===== config.mk =====
export PLATFORM = sky130hd
export DESIGN_NAME = mem_access_ctrl
export DESIGN_NICKNAME = d
export VERILOG_FILES = /design/src/rtl/mips_pkg.sv /design/src/rtl/mem_timeout_ctr.sv /design/src/rtl/mem_access_ctrl.sv
export SDC_FILE = /design/constraint.sdc
export NUM_CORES = 1
export LEC_CHECK = 0
export CORE_ASPECT_RATIO = 1.4
export CORE_MARGIN = 2
export CORE_UTILIZATION = 38
export CTS_BUF_LIST = sky130_fd_sc_hd__clkbuf_8
export DETAILED_ROUTE_END_ITERATION = 10
export GPL_TIMING_DRIVEN = 0
export PLACE_DENSITY_LB_ADDON = 0.05
export SKIP_LAST_GASP = 1
export SYNTH_ARGS = -nofsm -noshare
export SYNTH_HDL_FRONTEND = slang
export SYNTH_SLANG_ARGS = --single-unit

===== constraint.sdc =====
create_clock -name clock -period 1.4 [get_ports clock]
set_input_delay 0.28 -clock clock [delete_from_list [all_inputs] [get_ports clock]]
set_output_delay 0.28 -clock clock [all_outputs]
set_load 0.01 [all_outputs]

===== src/rtl/mips_pkg.sv =====
// Shared types and constants for the MEM-stage data-memory controller.
// The optional bus watchdog is enabled by defining MEM_ACCESS_TIMEOUT_EN.
package mips_pkg;

    localparam int DATA_W     = 32;
    localparam int REG_ADDR_W = 5;

    // Load data returned when an access is abandoned by the watchdog
    localparam logic [31:0] BAD_DATA = 32'hDEADBEEF;

    typedef enum logic [1:0] {
        IDLE = 2'd0,
        REQ  = 2'd1,
        DONE = 2'd2
    } mem_state_t;

endpackage


===== src/rtl/mem_timeout_ctr.sv =====
// Watchdog for an outstanding data-memory request. Counts REQ cycles that
// pass without an acknowledge and flags expiry on the cycle the count
// reaches TIMEOUT-1. Only instantiated when MEM_ACCESS_TIMEOUT_EN is defined.
module mem_timeout_ctr #(
    parameter int TIMEOUT = 16
) (
    input  logic clock,
    input  logic reset,
    input  logic clear,
    input  logic active,
    input  logic ack,
    output logic expired
);

    logic [7:0] count;

    // An ack on the final cycle wins, so expiry is suppressed whenever ack is high
    assign expired = active && !ack && (count == 8'(TIMEOUT - 1));

    // Restart at every REQ entry, advance on each REQ cycle left unanswered
    always_ff @(posedge clock) begin
        if (reset || clear) begin
            count <= 8'd0;
        end else if (active && !ack && !expired) begin
            count <= count + 8'd1;
        end
    end

endmodule


===== src/rtl/mem_access_ctrl.sv =====
// MEM-stage controller: runs loads/stores over a req/ack data bus with
// variable latency, stalls the upstream pipeline while an access is
// outstanding, and registers the MEM/WB bundle.
// Optional bus watchdog: define MEM_ACCESS_TIMEOUT_EN.
//
// Bus handshake: dmem_req rises on the edge leaving IDLE and stays high with
// dmem_we/addr/wdata frozen until the first cycle in which dmem_ack is seen
// (dmem_rdata is valid in that same cycle); dmem_req drops on that edge.
// dmem_ack outside a pending request is ignored.
module mem_access_ctrl #(
    parameter int DATA_W  = 32,
    parameter int TIMEOUT = 16
) (
    input  logic              clock,
    input  logic              reset,
    input  logic [DATA_W-1:0] mem_next_pc,
    input  logic [DATA_W-1:0] mem_alu_out,
    input  logic [DATA_W-1:0] mem_reg_mem,
    input  logic [4:0]        mem_write_reg,
    input  logic              mem_mem_write,
    input  logic              mem_reg_src,
    input  logic              mem_reg_write,
    input  logic              mem_jal,
    output logic              dmem_req,
    output logic              dmem_we,
    output logic [DATA_W-1:0] dmem_addr,
    output logic [DATA_W-1:0] dmem_wdata,
    input  logic [DATA_W-1:0] dmem_rdata,
    input  logic              dmem_ack,
    output logic              stall,
    output logic [DATA_W-1:0] wb_next_pc,
    output logic [DATA_W-1:0] wb_alu_out,
    output logic [DATA_W-1:0] wb_mem_data,
    output logic [4:0]        wb_write_reg,
    output logic              wb_reg_src,
    output logic              wb_reg_write,
    output logic              wb_jal,
    output logic              bus_err,
    output logic [1:0]        dbg_state
);

    import mips_pkg::*;

    if (TIMEOUT < 1 || TIMEOUT > 255) begin : g_timeout_range
        $error("mem_access_ctrl: TIMEOUT must lie in 1..255");
    end

    mem_state_t        state;
    mem_state_t        state_nxt;
    logic              mem_op;
    logic              is_load;
    logic              enter_req;
    logic              timeout_hit;
    logic [DATA_W-1:0] load_buf;

    // A set store bit dominates: load+store together behaves as a store
    assign mem_op  = mem_reg_src | mem_mem_write;
    assign is_load = mem_reg_src & ~mem_mem_write;

`ifdef MEM_ACCESS_TIMEOUT_EN
    mem_timeout_ctr #(
        .TIMEOUT (TIMEOUT)
    ) u_timeout_ctr (
        .clock   (clock),
        .reset   (reset),
        .clear   (enter_req),
        .active  (state == REQ),
        .ack     (dmem_ack),
        .expired (timeout_hit)
    );

    // Error pulse coincides with the DONE cycle of an aborted access
    always_ff @(posedge clock) begin
        if (reset) begin
            bus_err <= 1'b0;
        end else begin
            bus_err <= timeout_hit;
        end
    end
`else
    assign timeout_hit = 1'b0;
    assign bus_err     = 1'b0;
`endif

    // State register
    always_ff @(posedge clock) begin
        if (reset) begin
            state <= IDLE;
        end else begin
            state <= state_nxt;
        end
    end

    // Next-state logic: IDLE -> REQ on a memory op, REQ -> DONE on ack or abort
    always_comb begin
        state_nxt = state;
        case (state)
            IDLE:    if (mem_op) state_nxt = REQ;
            REQ:     if (dmem_ack || timeout_hit) state_nxt = DONE;
            DONE:    state_nxt = IDLE;
            default: state_nxt = IDLE;
        endcase
    end

    // Outputs decoded from state: stall holds the EX/MEM instruction in place
    always_comb begin
        stall     = 1'b0;
        enter_req = 1'b0;
        dbg_state = state;
        case (state)
            IDLE: begin
                stall     = mem_op;
                enter_req = mem_op;
            end
            REQ:     stall = 1'b1;
            default: stall = 1'b0;
        endcase
    end

    // Bus request registers and load buffer
    always_ff @(posedge clock) begin
        if (reset) begin
            dmem_req   <= 1'b0;
            dmem_we    <= 1'b0;
            dmem_addr  <= '0;
            dmem_wdata <= '0;
            load_buf   <= '0;
        end else begin
            if (enter_req) begin
                dmem_req   <= 1'b1;
                dmem_we    <= mem_mem_write;
                dmem_addr  <= mem_alu_out;
                dmem_wdata <= mem_reg_mem;
            end else if (state == REQ && (dmem_ack || timeout_hit)) begin
                dmem_req <= 1'b0;
            end

            if (state == REQ && dmem_ack) begin
                load_buf <= dmem_rdata;
            end else if (state == REQ && timeout_hit) begin
                load_buf <= DATA_W'(BAD_DATA);
            end
        end
    end

    // MEM/WB register: bubble while stalled, capture the bundle otherwise
    always_ff @(posedge clock) begin
        if (reset) begin
            wb_next_pc   <= '0;
            wb_alu_out   <= '0;
            wb_mem_data  <= '0;
            wb_write_reg <= '0;
            wb_reg_src   <= 1'b0;
            wb_reg_write <= 1'b0;
            wb_jal       <= 1'b0;
        end else if (stall) begin
            wb_reg_write <= 1'b0;
            wb_jal       <= 1'b0;
        end else begin
            wb_next_pc   <= mem_next_pc;
            wb_alu_out   <= mem_alu_out;
            wb_mem_data  <= (state == DONE && is_load) ? load_buf : '0;
            wb_write_reg <= mem_write_reg;
            wb_reg_src   <= mem_reg_src;
            wb_reg_write <= mem_reg_write;
            wb_jal       <= mem_jal;
        end
    end

endmodule


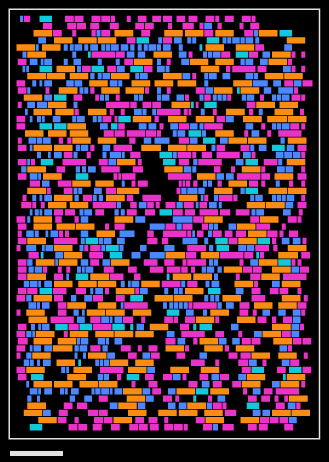
**Above:** run 1 (placed cells, one colour a class).
Bar = 20 um.
[orange] flip-flops | cells: 204 | share of their area: 35%
[magenta] other buffers and delay cells | cells: 428 | share of their area: 35%
[blue] all other logic | cells: 415 | share of their area: 24%
[cyan] clock drivers and dummy loads | cells: 59 | share of their area: 5.8%

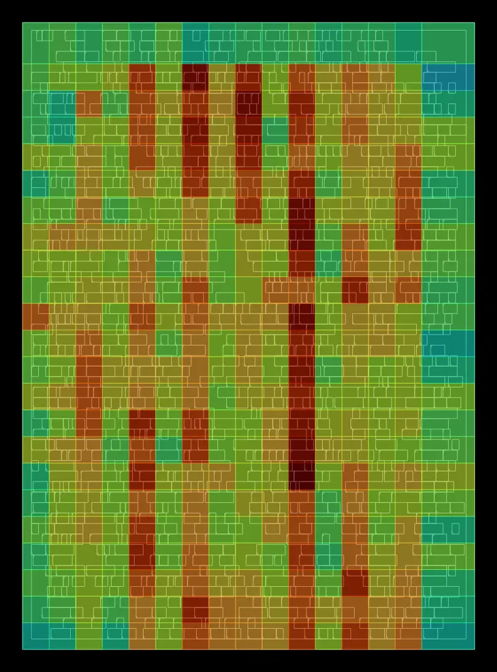
**Above:** run 1 (track usage over the die).
Util after Layout: 67.65%
busiest layer in global routing: met2
met2 layer usage reported by global route: 39.55%
global routing usage summed across all routing layers: 22.67%

==> ci_impl_report.md, run 1 <==
### Yosys + OpenROAD results

| Metric | Value |
|---|---|
| Post-route worst hold slack | 314.9 ps |
| Cells taking the most area after synthesis | sky130_fd_sc_hd__dfxtp_1 60%, sky130_fd_sc_hd__a22o_1 13%, sky130_fd_sc_hd__a21oi_1 7.1% |
| Count of endpoints failing hold in the final timing report | 0 |
| Number of nets in the synthesized netlist | 829 |
| Via count of the first global-routing pass | 6,303 |
| Total congestion overflow | 0 |
| Die x size | 117.2 um |
| Die y size | 162.5 um |
| Worst path buffer plus inverter count | 2 |
| Area figure in the yosys stat output | 6818 um2 |
| Total negative slack | -17,630 ps |
| Synthesis warning total | 0 |
| Synth logic family | AND-OR/OR-AND gates |
| Adder-cell share of the synthesized area | 0% |
| Unrepaired setup endpoints after global routing | true |
| Worst hold endpoint | load_buf[23] |
| Placed Instances | 1,241 |
| Critical-path maximum fanout | 3 |
| Number of H-tree levels | 2 |
| Status | complete, but fails checks |
| RR Startpoint | dbg_state[0] |
| Delay-heaviest family, CP | flip-flops |
| Clock sink count | 204 |
| Final WS setup | -218.0 ps |
| Startpoint Class | flop |
| Leakage power total | 0.005030 uW |
| Worst relative slew slack | 48.41% |
| Num CTS Buffers | 34 |
| Hpwl dp | 16,460 um |
| Total setup violations reported at the end of the flow | 181 |
| Failing checks | setup timing |
| Worst vdd rail ir drop | 811.7 uV |
| Hold path cells | 3 |
| Die outline area | 19,040 um2 |
| Top logic cells by instance count in the layout | 198 x sky130_fd_sc_hd__dfxtp_1, 137 x sky130_fd_sc_hd__clkdlybuf4s50_1, 114 x sky130_fd_sc_hd__clkbuf_2 |
| Synth Register Bits | 204 |
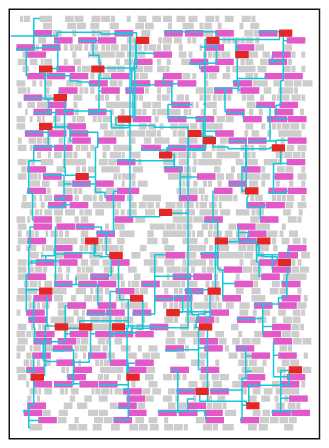
**Above:** run 1 (clock distribution).
[magenta] flip-flops | count: 204
[red] cells driving clock nets | count: 34
[cyan] clock wires | length: 2,730 um
routed clock nets: 35
flops lie: widely spread

-- run 1: layer usage --
metal  global-route usage (%)  vias to the layer above  share of wire [%]
li1                         -                     3281                  -
met1                    25.31                     3225                 37
met2                    39.55                      241                 52
met3                    8.262                       49                8.6
met4                    7.219                        0                2.6
met5                        0                        -                  0
-- run 1: worst max path at each step --
stage	from	to	slack, ps	cells past startpoint
after global placement	mem_mem_write	dmem_addr[12]	-760	5
final	dbg_state[0]	stall	-220	4
after detailed placement	mem_mem_write	dmem_addr[7]	-780	5
after global routing	dbg_state[0]	stall	-300	4
after CTS	dmem_wdata[26]	dmem_wdata[26]	-250	1
after floorplan	dbg_state[1]	dmem_addr[0]	9	6
-- run 1: repair_timing --
item | in CTS | in global routing
setup endpoints to repair | 376 | 334
gates resized | 405 | 480
buffers inserted | 7 | 15
cloned | 1 | 26
pin swaps | 4 | 154
-- run 1: power breakdown --
group | switching (uW) | internal, uW
clock network | 2340 | 2910
registers | 186 | 6140
logic | 1240 | 1440
-- run 1: cell usage after synthesis (all sizes together) --
library cell and count:
a211oi 1, a21boi 1, a21oi 97, a22o 101, a22oi 1, and2 2
and3b 1, buf 39, clkbuf 31, conb 1, dfxtp 204, inv 1
nand2 66, nand3 64, nand3b 1, nor2 6, nor3 2, nor4 1
o21ai 65, o21ba 1, o21bai 1, or2 2
-- run 1: layout make-up --
class,instances,area [um2]
Fill cell,1459,5752
Clock buffer,46,633.1
Buffer,68,714.4
Clock inverter,13,52.55
Tap cell,240,300.3
Inverter,1,3.754
Multi-Input combinational cell,414,2868
Timing Repair Buffer,360,3362
Sequential cell,204,4094
==> run 2, diff against run 1 <==
- RECOVER_POWER: default -> 25
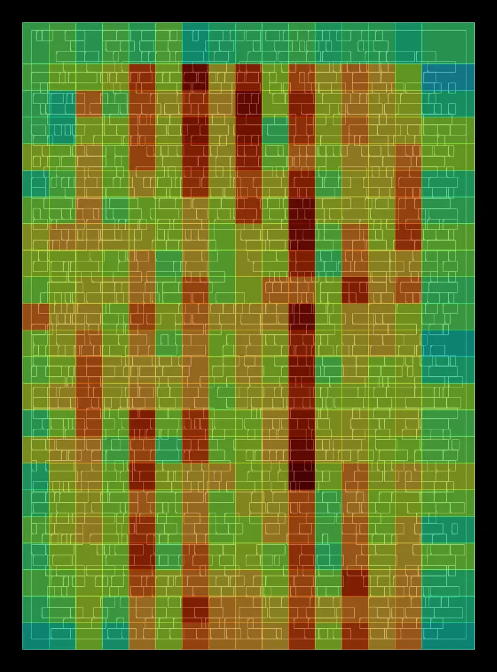
**Above:** run 2 (track usage over the die).
global-route met1 utilization: 25.31%
average wire per standard cell: 18.82 um

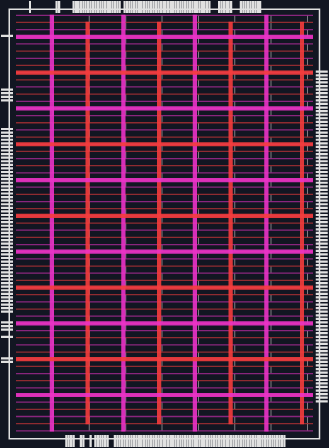
**Above:** run 2 (power grid).
Pins as bars on the die edge. Tap cells in grey.
[magenta] VSS
[red] VDD
tap cells: 240
met5 straps: 11

==> run 2 against run 1 <==
  * The flow still finishes with violations (setup timing)
  * Synthesized cell count unchanged
  * Sequential power about the same
  * First-iteration DRC count unchanged
  * Clock-buffer cell count unchanged
  * Critical path type unchanged
  * Via count up 0.22%
  * Setup slack worse by 1.0 ps
  * Combinational power about the same
  * Largest power group unchanged
==> ci_impl_report.md, run 2 <==
### Yosys + OpenROAD results

| Metric | Value |
|---|---|
| Status | complete, but fails checks |
| Failing checks | setup timing |
| Clock tree from TritonCTS | yes |
| Die outline area | 19,040 um2 |
| Die x size | 117.2 um |
| Num CTS Buffers | 34 |
| Max-slew violation total from the final report | 0 |
| Transition time at the pin with the least slew margin | 774.1 ps |
| Power per cell area | 1188 nW/um2 |
| Synthesis warning total | 0 |
| Most instantiated cells after synthesis | 204 x sky130_fd_sc_hd__dfxtp_1, 101 x sky130_fd_sc_hd__a22o_1, 97 x sky130_fd_sc_hd__a21oi_1 |
| Setup slack after placement | -777.5 ps |
| Critical-path maximum fanout | 3 |
| Core area | 17,780 um2 |
| Share of synthesized registers carrying an async set or reset | 0% |
| Delay-heaviest family, CP | flip-flops |
| Final WS setup | -219.1 ps |
| Top logic cells by instance count in the layout | 198 x sky130_fd_sc_hd__dfxtp_1, 137 x sky130_fd_sc_hd__clkdlybuf4s50_1, 101 x sky130_fd_sc_hd__a22o_1 |
| Cells taking the most area after synthesis | sky130_fd_sc_hd__dfxtp_1 60%, sky130_fd_sc_hd__a22o_1 13%, sky130_fd_sc_hd__a21oi_1 7.1% |
| Unrepaired setup endpoints after global routing | true |
| Leading register cell type out of synthesis | sky130_fd_sc_hd__dfxtp_1 |
| Total congestion overflow | 0 |
| Worst path buffer plus inverter count | 2 |
| DRT Pass-1 Iters | 4 |
| Worst vdd rail ir drop | 812.6 uV |
| Vias after detailed routing | 6,811 |
| Standard cell area after detailed placement | 10,290 um2 |
| Area growth from synthesis to layout | 75.76% |
| Drt total wl | 25,330 um |
| Routability Congestion | 0.7910 |
| Num rows | 58 |
| Area figure in the yosys stat output | 6818 um2 |
| Data required time at the worst endpoint | 1120 ps |
| Max Cap Violations | 0 |
| Tmin final | 1619 ps |
| Nets | 1,223 |
| Crit Path Category | flop to output pin |
| Remaining routing DRC violations | 0 |
| Period utilization | 115.6% |
| Clock sink count | 204 |
| Flip-flops with a built-in enable | 0 |
| Leakage power total | 0.004907 uW |
| Layout cell share with drive strength beyond 1 | 34.99% |
| Nature of the critical path endpoint | output pin |
| Count of endpoints failing hold in the final timing report | 0 |
| Average instance area after synthesis | 9.895 um2 |
| Global routing usage summed across all routing layers | 22.67% |
| Number of nets in the synthesized netlist | 829 |
| Antenna Diode Count | 0 |
| Critical Path, Cell by Cell | buf_6 -> nor3_4 -> nor2_1 -> buf_4 |
| Most popular library cell in the synthesized design by count | sky130_fd_sc_hd__dfxtp_1 |
| Number of top-level pins | 314 |
| Kind of path behind the tightest hold check | primary input to flop |
| Via count of the first global-routing pass | 6,303 |
| Commonest Layout Cell | sky130_fd_sc_hd__dfxtp_1 |
| Via/cell ratio | 5.060 |
| Startpoint Class | flop |
| Total setup violations reported at the end of the flow | 181 |
| Clock latency of the later-clocked register in the worst-skew pair | 520 ps |
| Die y size | 162.5 um |
| Synth Register Bits | 204 |
| Number of H-tree levels | 2 |
| Share of the yosys chip area belonging to registers | 59.90% |
| Area share of the largest cell type after synthesis | 59.90% |
| Area of all placed cells without fillers | 11,980 um2 |
| Total negative slack | -17,620 ps |
| Worst relative slew slack | 48.39% |
| FF-to-FF setup slack | -190 ps |
| Hpwl dp | 16,460 um |
[run 2: cell counts after synthesis]
Identical to the previous run, type by type.
[run 2: path summary, 6_finish.rpt]
kind | start | to | cells after the start
min | dmem_rdata[23] | load_buf[23] | 3
max reg2reg | dbg_state[0] | wb_alu_out[4] | 8
min reg2reg | load_buf[31] | wb_mem_data[31] | 1
max | dbg_state[0] | stall | 4
[run 2: power breakdown]
part | switching [uW] | internal (uW)
Clock | 2340 | 2910
Combinational | 1240 | 1420
Sequential | 185 | 6140
[run 2: timing repair]
item | 4_1_cts | 5_1_grt
gates cloned | 1 | 26
setup buffers | 7 | 15
pin swaps | 4 | 154
setup endpoints to repair | 376 | 334
hold buffers | 0 | 0
gates resized | 405 | 480
[run 2: logic make-up after synthesis]
logic type	after synthesis	synth area share, %
other	1	0.05500
flip-flops	204	59.90
AND/OR/NAND/NOR	145	9.745
AND-OR/OR-AND	268	25.45
buffers and inverters	71	4.845
[run 2: cell type report]
cell class	count	area (um2)
well taps	240	300.3
clock buffers	46	633.1
plain buffers	68	714.4
inverters	1	3.754
fillers	1482	5797
flip-flops and latches	204	4094
clock inverters	13	52.55
repair buffers	360	3317
multi-input cells	414	2868
[run 2: stage by stage]
stage,hold slack [ps],cells,utilization [%]
final,314.9,1346,67.40
after CTS,297.8,1308,62.86
after floorplan,374.6,689,-
after global routing,315.7,1346,67.40
after detailed placement,446.0,1241,57.88
after global placement,441.3,1241,57.88
[run 2: layer usage]
metal	part of all wire [%]	vias up	global-route usage, %	routed length [um]
li1	-	3285	-	-
met3	8.6	51	8.262	2188
met5	0	-	0	0
met1	37	3222	25.31	9437
met2	52	253	39.55	13060
met4	2.6	0	7.219	651
No activity file was given, so power comes from the tool's default toggle rates.
